**Run 1: met1 routing**

Supply wires on this layer in gray.
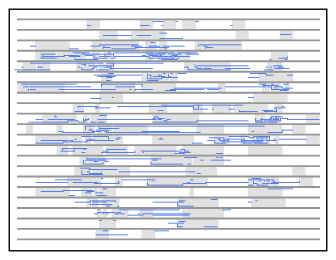
**Run 1: cell sizes after repair**

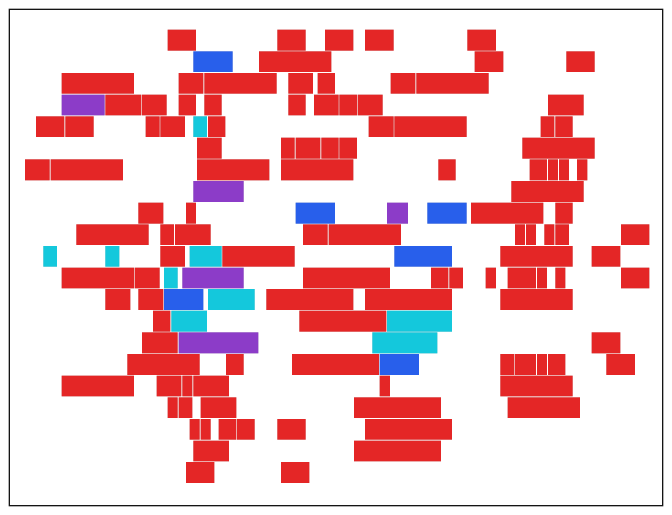
**Run 1: clock routing**

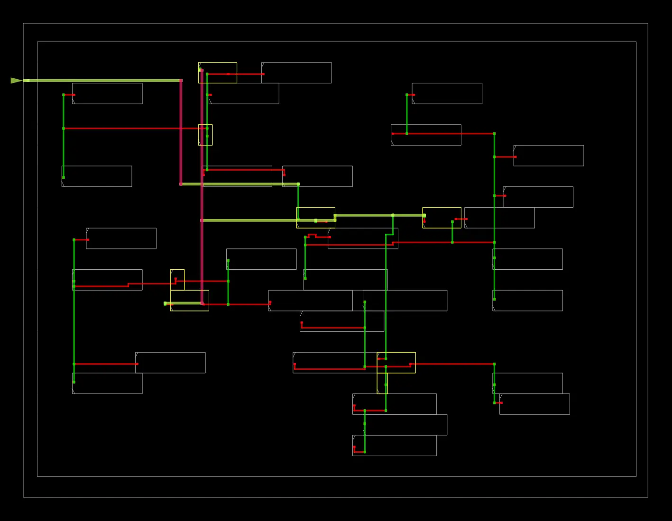
**Run 1: clock wires, drivers and flops**

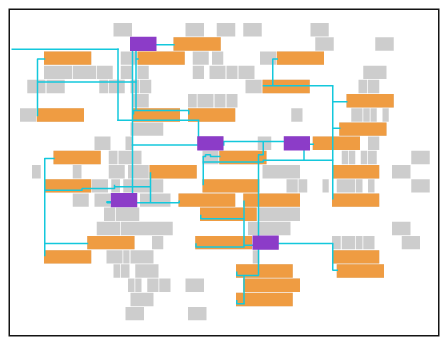
## src/rtl/pe_code_decoder.sv

```systemverilog
// Priority-code decoder: buffers 2-bit codes in a FIFO, emits one-hot
// request words with a minimum hold time and a valid/ack handshake.
module pe_code_decoder #(
  parameter int FIFO_DEPTH = 4,
  parameter int HOLD       = 3,
  parameter int ZCNT_W     = 8
) (
  input  logic              clk,
  input  logic              rst_n,
  input  logic [1:0]        code_in,
  input  logic              code_valid,
  output logic              code_ready,
  output logic [2:0]        dec_out,
  output logic              dec_valid,
  input  logic              dec_ack,
  output logic              busy,
  output logic [ZCNT_W-1:0] zero_cnt
);

  localparam int AW = $clog2(FIFO_DEPTH);
  localparam int HW = (HOLD > 1) ? $clog2(HOLD) : 1;
  localparam logic [HW-1:0] HOLD_LAST = HW'(HOLD - 1);

  localparam logic [0:0] IDLE  = 1'b0;
  localparam logic [0:0] DRIVE = 1'b1;

  logic [1:0]    mem [FIFO_DEPTH];
  logic [AW:0]   wptr;
  logic [AW:0]   rptr;
  logic          fifo_empty;
  logic          fifo_full;
  logic          push;
  logic          pop;
  logic [1:0]    head;
  logic [2:0]    onehot;
  logic [0:0]    state;
  logic [HW-1:0] hold_cnt;
  logic          hold_last;

  assign fifo_empty = (wptr == rptr);
  assign fifo_full  = (wptr[AW] != rptr[AW]) &&
                      (wptr[AW-1:0] == rptr[AW-1:0]);

  assign code_ready = !fifo_full;
  assign push       = code_valid && !fifo_full;
  assign pop        = (state == IDLE) && !fifo_empty;
  assign head       = mem[rptr[AW-1:0]];
  assign hold_last  = (hold_cnt == HOLD_LAST);
  assign busy       = !fifo_empty || (state != IDLE);

  always_comb begin
    onehot = 3'b000;
    unique case (1'b1)
      head == 2'd1: onehot = 3'b001;
      head == 2'd2: onehot = 3'b010;
      head == 2'd3: onehot = 3'b100;
      default:      onehot = 3'b000;
    endcase
  end

  // Storage needs no reset: the pointers define what is valid.
  always_ff @(posedge clk) begin
    if (push) mem[wptr[AW-1:0]] <= code_in;
  end

  always_ff @(posedge clk or negedge rst_n) begin
    if (!rst_n) begin
      wptr <= '0;
      rptr <= '0;
    end else begin
      if (push) wptr <= wptr + 1'b1;
      if (pop)  rptr <= rptr + 1'b1;
    end
  end

  always_ff @(posedge clk or negedge rst_n) begin
    if (!rst_n) begin
      state     <= IDLE;
      hold_cnt  <= '0;
      dec_out   <= 3'b000;
      dec_valid <= 1'b0;
      zero_cnt  <= '0;
    end else begin
      unique case (state)
        IDLE: begin
          if (pop) begin
            if (head == 2'd0) begin
              if (zero_cnt != '1) zero_cnt <= zero_cnt + 1'b1;
            end else begin
              state     <= DRIVE;
              dec_out   <= onehot;
              dec_valid <= 1'b1;
              hold_cnt  <= '0;
            end
          end
        end
        DRIVE: begin
          if (!hold_last) hold_cnt <= hold_cnt + 1'b1;
          if (hold_last && dec_ack) begin
            state     <= IDLE;
            dec_out   <= 3'b000;
            dec_valid <= 1'b0;
          end
        end
        default: state <= IDLE;
      endcase
    end
  end

endmodule

```

## config.mk

```make
export PLATFORM = sky130hd
export DESIGN_NAME = pe_code_decoder
export DESIGN_NICKNAME = d
export VERILOG_FILES = /design/src/rtl/pe_code_decoder.sv
export SDC_FILE = /design/constraint.sdc
export NUM_CORES = 1
export LEC_CHECK = 0
export CORE_ASPECT_RATIO = 0.75
export CORE_MARGIN = 1.5
export CORE_UTILIZATION = 30
export CTS_CLUSTER_DIAMETER = 120
export CTS_CLUSTER_SIZE = 24
export DETAILED_ROUTE_END_ITERATION = 10
export GPL_TIMING_DRIVEN = 0
export PLACE_DENSITY_LB_ADDON = 0.05
export SLEW_MARGIN = 10
export SYNTH_ARGS = -nofsm -noshare
export SYNTH_HDL_FRONTEND = slang
export SYNTH_SLANG_ARGS = --single-unit
```

## constraint.sdc

```tcl
create_clock -name clk -period 2.26 [get_ports clk]
set_clock_uncertainty 0.05 [all_clocks]
set_input_delay 0.452 -clock clk [delete_from_list [all_inputs] [get_ports clk]]
set_output_delay 0.452 -clock clk [all_outputs]
set_load 0.05 [all_outputs]
```

==> results.sh, run 1 <==
# physical design summary
export IMPL_status="completed"
export IMPL_setup_violations=0
export IMPL_ir_drop_mv=0.687
export IMPL_cts_max_level=2
export IMPL_slew_violations=0
export IMPL_synth_avg_cell_area_sq_um=13.0
export IMPL_switching_power_uw=1180
export IMPL_mostFrequentLayoutCells="dfrtp_1, clkdlybuf4s50_1, nand2_1, xnor2_1, edfxtp_1"
export IMPL_cts_max_path_buffers=2
export IMPL_critPathMaxStageDelay_ns=0.85
export IMPL_ys_cells=108
export IMPL_reg2reg_slack_ns=0.25
export IMPL_grt_max_degree=22
export IMPL_hold_violations=0
export IMPL_fp_nets=121
export IMPL_place_port_buffers=19
export IMPL_io_pins=20
export IMPL_worst_pin_slew_ns=0.973
export IMPL_min_period_ns=2.11
export IMPL_ys_seq_share=0.545
export IMPL_crit_path_start_kind="register"
export IMPL_num_nets_final=147
export IMPL_path_delay_family="buffers and inverters"
export IMPL_gp_congestion=0.669
export IMPL_finish_utilization=0.393
export IMPL_clkSlewWorstSetupHoldPaths_ns=0.06
export IMPL_synth_top_area_share=0.374
export IMPL_numSynthFlops=29
export IMPL_chip_area_sq_um=5110
export IMPL_cp_endpoint="zero_cnt[2]"
export IMPL_mostFrequentLayoutCell="dfrtp_1"
export IMPL_finalClockPeriodUsage=0.933
export IMPL_wl_per_cell_um=13.3
export IMPL_diodes=0
export IMPL_worstPathArrival_ns=1.61
export IMPL_whs_ns=0.431
export IMPL_synth_cells=108
export IMPL_reg2reg_depth=4
export IMPL_crit_required_ns=1.76
export IMPL_post_drt_via_cell_ratio=4.61
export IMPL_core_sq_um=4490
export IMPL_drc=0
export IMPL_cts_tree="done"
export IMPL_reg2reg_to="zero_cnt[1]"
export IMPL_grt_first_pass_wirelength_um=4530
export IMPL_cts_root_buf="clkbuf_8"
export IMPL_seqPwrFrac=0.349
export IMPL_postCtsSetupBuffers=0
export IMPL_ys_types=30
export IMPL_crit_cells=1
export IMPL_ctsResizeCount=4
Back to the opening pictures, 'met1 routing':
nets with wire on the layer = 126
main direction = horizontal
wire length on this layer = 1330 um
met1 Usage GRT: 0.172
vias: 886
Post-Route WL: 2560 um

Back to the opening pictures, 'cell sizes after repair':
cyan -> drive 2  # cells 9, share 6.7%
blue -> drive 6 and up  # cells 6, share 4.4%
purple -> drive 3 to 4  # cells 5, share 3.7%
red -> drive 1 or less  # cells 115, share 85%
worst setup margin: 0.151 ns
Final Instance Area: 1770 sq um
Layout area overhead: 25.6%
buffers outside the clock class: 20

Back to the opening pictures, 'clock routing':
Clock Power: 405 uW
clock sinks: 29
CTS buffer count: 5
clk latency late pin: 0.28 ns
flop count: 29

Back to the opening pictures, 'clock wires, drivers and flops':
orange -> flip-flops  # count 29
cyan -> clock wires  # length 425 um
purple -> cells driving clock nets  # count 5
routed clock nets = 6
flops lie = spread over the die
Clk pwr share: 0.153

-- run 1: area by class of cell --
cell class              count  area, sq um
inverters                   4         15.0
clock inverters             2         10.0
fillers                   440         2730
repair buffers             19          180
flip-flops and latches     29          766
multi-input cells          74          643
well taps                  57         71.3
plain buffers               1         7.51
clock buffers               6         72.6
-- run 1: metrics by stage --
step                TNS, ns  setup slack (ns)
finish                    0             0.151
global route              0            0.0821
CTS                       0            0.0559
detailed placement  -0.0615           -0.0314
global placement    -0.0726           -0.0497
floorplan                 0             0.363
-- run 1: synthesized netlist by cell type, drive strengths merged --
cell / n
and2: 7
nand3: 5
dfrtp: 21
nand2b: 2
o21ai: 3
nor2: 1
a21oi: 1
buf: 1
a41oi: 1
xor2: 3
and3: 1
mux2: 2
o21a: 1
ha: 7
nand4b: 1
mux4: 2
inv: 4
and4: 3
edfxtp: 8
a31oi: 2
xnor2: 12
a32o: 1
nand4: 6
nand2: 11
o22ai: 1
nor2b: 1
-- run 1: flip-flops by register name (all words and copies together), names as in the netlist --
signal     count
mem            8
zero_cnt       8
dec_out        3
rptr           3
wptr           3
hold_cnt       2
dec_valid      1
state          1
-- run 1: worst min path at each step --
stage	to	startpoint	slack (ns)	cells past startpoint
global placement	dec_valid	dec_valid	0.41	2
finish	dec_valid	dec_valid	0.43	2
floorplan	dec_out[0]	rst_n	0.11	0
detailed placement	dec_valid	dec_valid	0.42	2
global route	zero_cnt[6]	zero_cnt[6]	0.47	1
CTS	dec_valid	dec_valid	0.44	2
-- run 1: per-layer routing --
metal  wire, um  up-vias  GRT usage
met2       1080       15      0.158
met3        113        5     0.0618
li1           -      440          -
met4         44        0     0.0508
met5          0        -          0
met1       1330      426      0.172
-- run 1: power by group through the flow --
| stage | sequential (uW) | combinational (uW) | clock, uW |
|---|---|---|---|
| floorplan | 1080 | 784 | 0 |
| CTS | 916 | 1320 | 423 |
| detailed placement | 916 | 1300 | 0 |
| finish | 923 | 1320 | 405 |
| global route | 958 | 1460 | 455 |
| global placement | 911 | 1290 | 0 |
-- run 1: kinds of logic (layout without fill, tap and decap cells) --
group,after synthesis,count (layout),share of synthesized area
mux,4,4,0.0508
buf+inv,5,32,0.0160
fa+ha+maj,7,7,0.0623
xor+xnor,15,15,0.0935
simple gates,38,38,0.171
compound gates,10,10,0.0614
flops,29,29,0.545
## Run 2: what changed since run 1
ABC_AREA = 1   (was default)
GPL_ROUTABILITY_DRIVEN = 0   (was default)
GPL_TIMING_DRIVEN = default   (was 0)
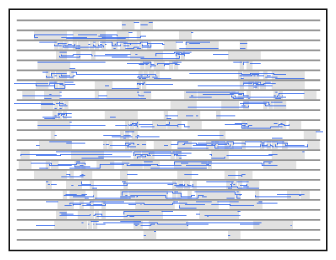
**Above:** run 2 (met1 routing).
Supply wires on this layer in gray.
vias: 1141
Post-Route WL: 2980 um
met1 Usage GRT: 0.177

==> results.sh, run 2 <==
# physical design summary
export IMPL_status="completed"
export IMPL_syn_to_final_growth_pct=22.1
export IMPL_muxShareOfSynthArea=0
export IMPL_antenna_found_initial=0
export IMPL_ir_drop_mv=0.639
export IMPL_diodes=0
export IMPL_synth_cells=170
export IMPL_numSynthFlops=29
export IMPL_tns_ns=0
export IMPL_crit_path_start_kind="register"
export IMPL_worst_pin_slew_ns=0.498
export IMPL_finalClockPeriodUsage=0.894
export IMPL_fmaxAchievable_mhz=495
export IMPL_ys_sh_adder=0.0562
export IMPL_cts_max_path_buffers=2
export IMPL_min_period_ns=2.02
export IMPL_core_sq_um=4950
export IMPL_chip_area_sq_um=5640
export IMPL_topCellsByArea="dfrtp_1, edfxtp_1, nand2_1, ha_1, nand3_1"
export IMPL_synth_top_cell_by_area="dfrtp_1"
export IMPL_cts_max_level=2
export IMPL_ys_seq_share=0.492
export IMPL_io_pins=20
export IMPL_regArea_sq_um=766
export IMPL_cts_tree="done"
export IMPL_ff_type="dfrtp_1"
export IMPL_wl_per_cell_um=11.6
export IMPL_mostFrequentLayoutCells="nand2_1, inv_1, dfrtp_1, nand3_1, clkdlybuf4s50_1"
export IMPL_critPathMaxStageDelay_ns=0.83
export IMPL_initCoreUtil=0.314
export IMPL_synth_avg_cell_area_sq_um=9.16
export IMPL_drtAntennaViolNets=0
export IMPL_drc=0
export IMPL_grt_first_pass_wirelength_um=5310
export IMPL_p_leak_uw=0.000942
export IMPL_ctsResizeCount=0
export IMPL_clkSlewWorstSetupHoldPaths_ns=0.06
export IMPL_cts_buffers=5
export IMPL_place_port_buffers=19
export IMPL_synth_top_area_share=0.337
export IMPL_postCtsSetupBuffers=0
export IMPL_clk_latency_ns=0.27
export IMPL_cts_root_buf="clkbuf_8"
export IMPL_worstPathArrival_ns=1.52
export IMPL_worstHoldPathType="register to register"
export IMPL_hold_violations=0
export IMPL_slew_headroom=0.667
export IMPL_combGateArea_sq_um=703
export IMPL_async_reset_ff_frac=0.724
export IMPL_slowest_stage="clkdlybuf4s50_1"
export IMPL_warnings=29
export IMPL_crit_type="register to output port"
export IMPL_setup_violations=0
export IMPL_fp_nets=183
export IMPL_dr_pass1_iters=4
export IMPL_place_ws_ns=0.528
export IMPL_xor_area_frac=0.0610
export IMPL_ys_sh_simple=0.324
export IMPL_aoi_share=0.00964
export IMPL_pwr_density_cell_nw_per_um2=1390
export IMPL_ys_cells=170
export IMPL_drtIter0Drc=61
export IMPL_grt_pass1_vias=1079
export IMPL_edf_count=8
export IMPL_grt_max_degree=22
export IMPL_hpwl_um=2230
export IMPL_mostFrequentLayoutCell="nand2_1"
export IMPL_end_kind="output port"
export IMPL_post_drt_via_cell_ratio=4.44
export IMPL_cts_sinks=29
export IMPL_num_nets_final=210
export IMPL_final_setup_worst_slack_ns=0.239
export IMPL_slew_violations=0
export IMPL_crit_required_ns=1.76
export IMPL_path_delay_family="buffers and inverters"
export IMPL_path_buffers=1
export IMPL_ys_types=23
export IMPL_drive_gt1_frac=0.137
export IMPL_cp_cell_sequence="clkdlybuf4s50_1"
export IMPL_die_y_um=65.4
export IMPL_synth_dominant_cell_count="nand2_1"
export IMPL_topCombFamilyByArea="simple AND/OR/NAND/NOR gates"
export IMPL_crit_fanout=5
export IMPL_fillers=504
export IMPL_track_usage=0.126
export IMPL_yosysWarnings=0
export IMPL_ctsHoldBuffers=0
export IMPL_yosys_top_cells_count="nand2_1, dfrtp_1, inv_1"
export IMPL_synth_area_sq_um=1560
-- run 2: final cells by class --
type                    count  share of cell area
clock buffers               6              0.0382
clock inverters             1             0.00197
multi-input cells         118               0.370
repair buffers             20               0.101
inverters                  23              0.0467
well taps                  60              0.0395
flip-flops and latches     29               0.403
-- run 2: path summary, 6_finish.rpt --
kind                                  start          end  slack (ns)  cells past startpoint
worst max-delay path            zero_cnt[2]  zero_cnt[2]        0.24                      1
worst min-delay path              dec_valid    dec_valid        0.43                      2
worst max register to register      rptr[0]    mem[1][1]        0.65                      6
worst min register to register    dec_valid    dec_valid        0.43                      2
max in group asynchronous             rst_n  zero_cnt[7]        1.44                      2
min in group asynchronous             rst_n      rptr[0]        0.48                      2
-- run 2: where the power goes --
| part | internal [uW] | total [uW] | leakage (uW) | switching (uW) |
|---|---|---|---|---|
| Clock | 207 | 390 | 0.0000387 | 183 |
| Combinational | 469 | 1390 | 0.000565 | 918 |
| Sequential | 716 | 869 | 0.000339 | 152 |
-- run 2: worst min-delay path: cells and delay by family (launching register included) --
kind / cells / cell delay (ns)
AND/OR/NAND/NOR: 2 / 0.10
flip-flops: 1 / 0.34
-- run 2: through the flow --
step / total power, uW / utilization / hold WS [ns] / area (sq um) / cells
finish: 2650 / 0.384 / 0.429 / 1900 / 257
detailed placement: 2280 / 0.368 / 0.418 / 1830 / 250
floorplan: 1930 / - / 0.106 / 1560 / 170
global route: 2890 / 0.384 / 0.471 / 1900 / 257
global placement: 2270 / 0.368 / 0.417 / 1830 / 250
CTS: 2690 / 0.384 / 0.434 / 1900 / 257
-- run 2: kinds of logic after synthesis --
group,count (synthesis)
buffers and inverters,23
AOI/OAI and AO/OA,3
DFF,29
and+or+nand+nor,98
xor gates and xnor gates,10
adders and majority gates,7
-- run 2: per-layer routing --
metal	track usage	part of all wire
met5	0	0
met4	0.0544	0.014
met3	0.0440	0.058
met2	0.172	0.38
met1	0.177	0.55
## Run 3: what changed since run 2
CTS_BUF_LIST = sky130_fd_sc_hd__clkbuf_4 sky130_fd_sc_hd__clkbuf_8   (was default)
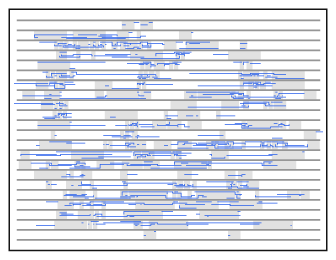
**Above:** run 3 (met1 routing).
Supply wires on this layer in gray.
Post-Route WL: 2980 um

==> results.sh, run 3 <==
# physical design summary
export IMPL_drtAntennaViolNets=0
export IMPL_fin_cells=257
export IMPL_end_kind="output port"
export IMPL_mostFrequentLayoutCells="nand2_1, inv_1, dfrtp_1, nand3_1, clkdlybuf4s50_1"
export IMPL_cts_buffers=5
export IMPL_crit_start="zero_cnt[2]"
export IMPL_vias=1141
export IMPL_grt_pass1_vias=1079
export IMPL_wl_per_cell_um=11.6
export IMPL_place_area_sq_um=1830
export IMPL_ys_sh_adder=0.0562
export IMPL_chip_area_sq_um=5640
export IMPL_busiest_layer="met1"
export IMPL_ctsHoldBuffers=0
export IMPL_synth_cells=170
export IMPL_initCoreUtil=0.314
export IMPL_p_leak_uw=0.000945
export IMPL_cts_sinks=29
export IMPL_status="completed"
export IMPL_slew_headroom=0.667
export IMPL_slowest_stage="clkdlybuf4s50_1"
export IMPL_reg2reg_slack_ns=0.65
export IMPL_crit_fanout=5
export IMPL_yosysWarnings=0
export IMPL_edf_count=8
export IMPL_worst_pin_slew_ns=0.498
export IMPL_drc=0
export IMPL_ff_type="dfrtp_1"
export IMPL_xor_area_frac=0.0610
export IMPL_synth_dominant_cell_count="nand2_1"
export IMPL_crit_path_start_kind="register"
export IMPL_synth_top_cell_by_area="dfrtp_1"
export IMPL_netSwitchingFraction=0.472
export IMPL_muxShareOfSynthArea=0
export IMPL_hpwl_um=2230
export IMPL_cts_tree="done"
export IMPL_whs_ns=0.429
export IMPL_finalClockPeriodUsage=0.895
export IMPL_post_drt_via_cell_ratio=4.44
export IMPL_ys_cells=170
export IMPL_pwr_density_cell_nw_per_um2=1400
export IMPL_cp_endpoint="zero_cnt[2]"
export IMPL_synth_top_area_share=0.337
[run 3: cell counts after synthesis]
No cell type changed its count.
[run 3: routing by layer]
layer | wire, um | vias up
met5 | 0 | -
met4 | 42 | 0
met3 | 173 | 5
met2 | 1130 | 26
met1 | 1640 | 523
li1 | - | 587
[run 3: cell families (layout without fill, tap and decap cells)]
kind of cell / Yosys count / in the layout
and+or+nand+nor: 98 / 98
DFF: 29 / 29
buffers and inverters: 23 / 50
xor gates and xnor gates: 10 / 10
adders and majority gates: 7 / 7
AOI/OAI and AO/OA: 3 / 3
[run 3: layout make-up]
| class | instances | area (sq um) |
|---|---|---|
| Timing Repair Buffer | 20 | 193 |
| Clock inverter | 1 | 3.75 |
| Clock buffer | 6 | 76.3 |
| Multi-Input combinational cell | 118 | 703 |
| Sequential cell | 29 | 766 |
| Fill cell | 504 | 3050 |
| Inverter | 23 | 88.8 |
| Tap cell | 60 | 75.1 |
[run 3: power by group through the flow]
stage / Combinational (uW) / Sequential, uW / Clock [uW]
after floorplan: 884 / 1040 / 0
after global placement: 1390 / 879 / 0
after detailed placement: 1400 / 881 / 0
after CTS: 1410 / 872 / 426
after global routing: 1560 / 897 / 450
final: 1390 / 869 / 403
[run 3: worst min-delay path by stage]
| stage | startpoint | to | slack [ns] | cells after the start |
|---|---|---|---|---|
| after floorplan | rst_n | dec_out[0] | 0.11 | 0 |
| after global placement | dec_valid | dec_valid | 0.42 | 2 |
| after detailed placement | dec_valid | dec_valid | 0.42 | 2 |
| after CTS | dec_valid | dec_valid | 0.43 | 2 |
| after global routing | dec_valid | dec_valid | 0.47 | 2 |
| final | dec_valid | dec_valid | 0.43 | 2 |
[run 3: stage by stage]
step | total power [uW] | setup WS (ns)
after global placement | 2270 | 0.538
final | 2660 | 0.238
after global routing | 2900 | 0.178
after floorplan | 1930 | 0.530
after detailed placement | 2280 | 0.528
after CTS | 2710 | 0.221

## Gallery

Placed cells, one color a class.
Bar = 20 um.
picture 1
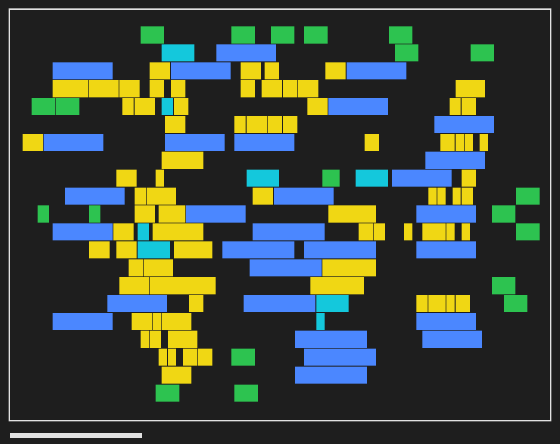
picture 2
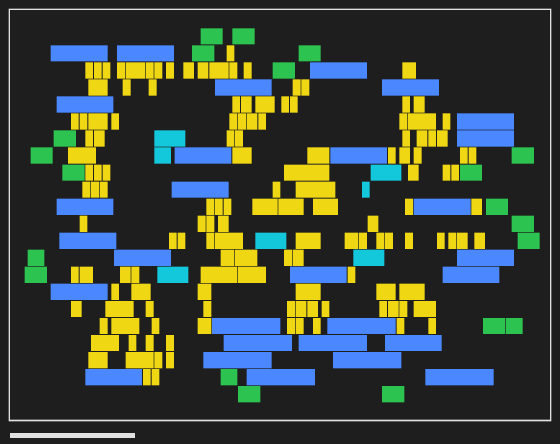
Run 1 is picture 1.
Run 3 is picture 2.
The one with the most cells is picture 2.

Key to picture 2:
cyan -> clock drivers and dummy loads  # cells 7
yellow -> all other logic  # cells 141
blue -> flip-flops  # cells 29
green -> other buffers and delay cells  # cells 20

Power is estimated from default activity; no workload was simulated.
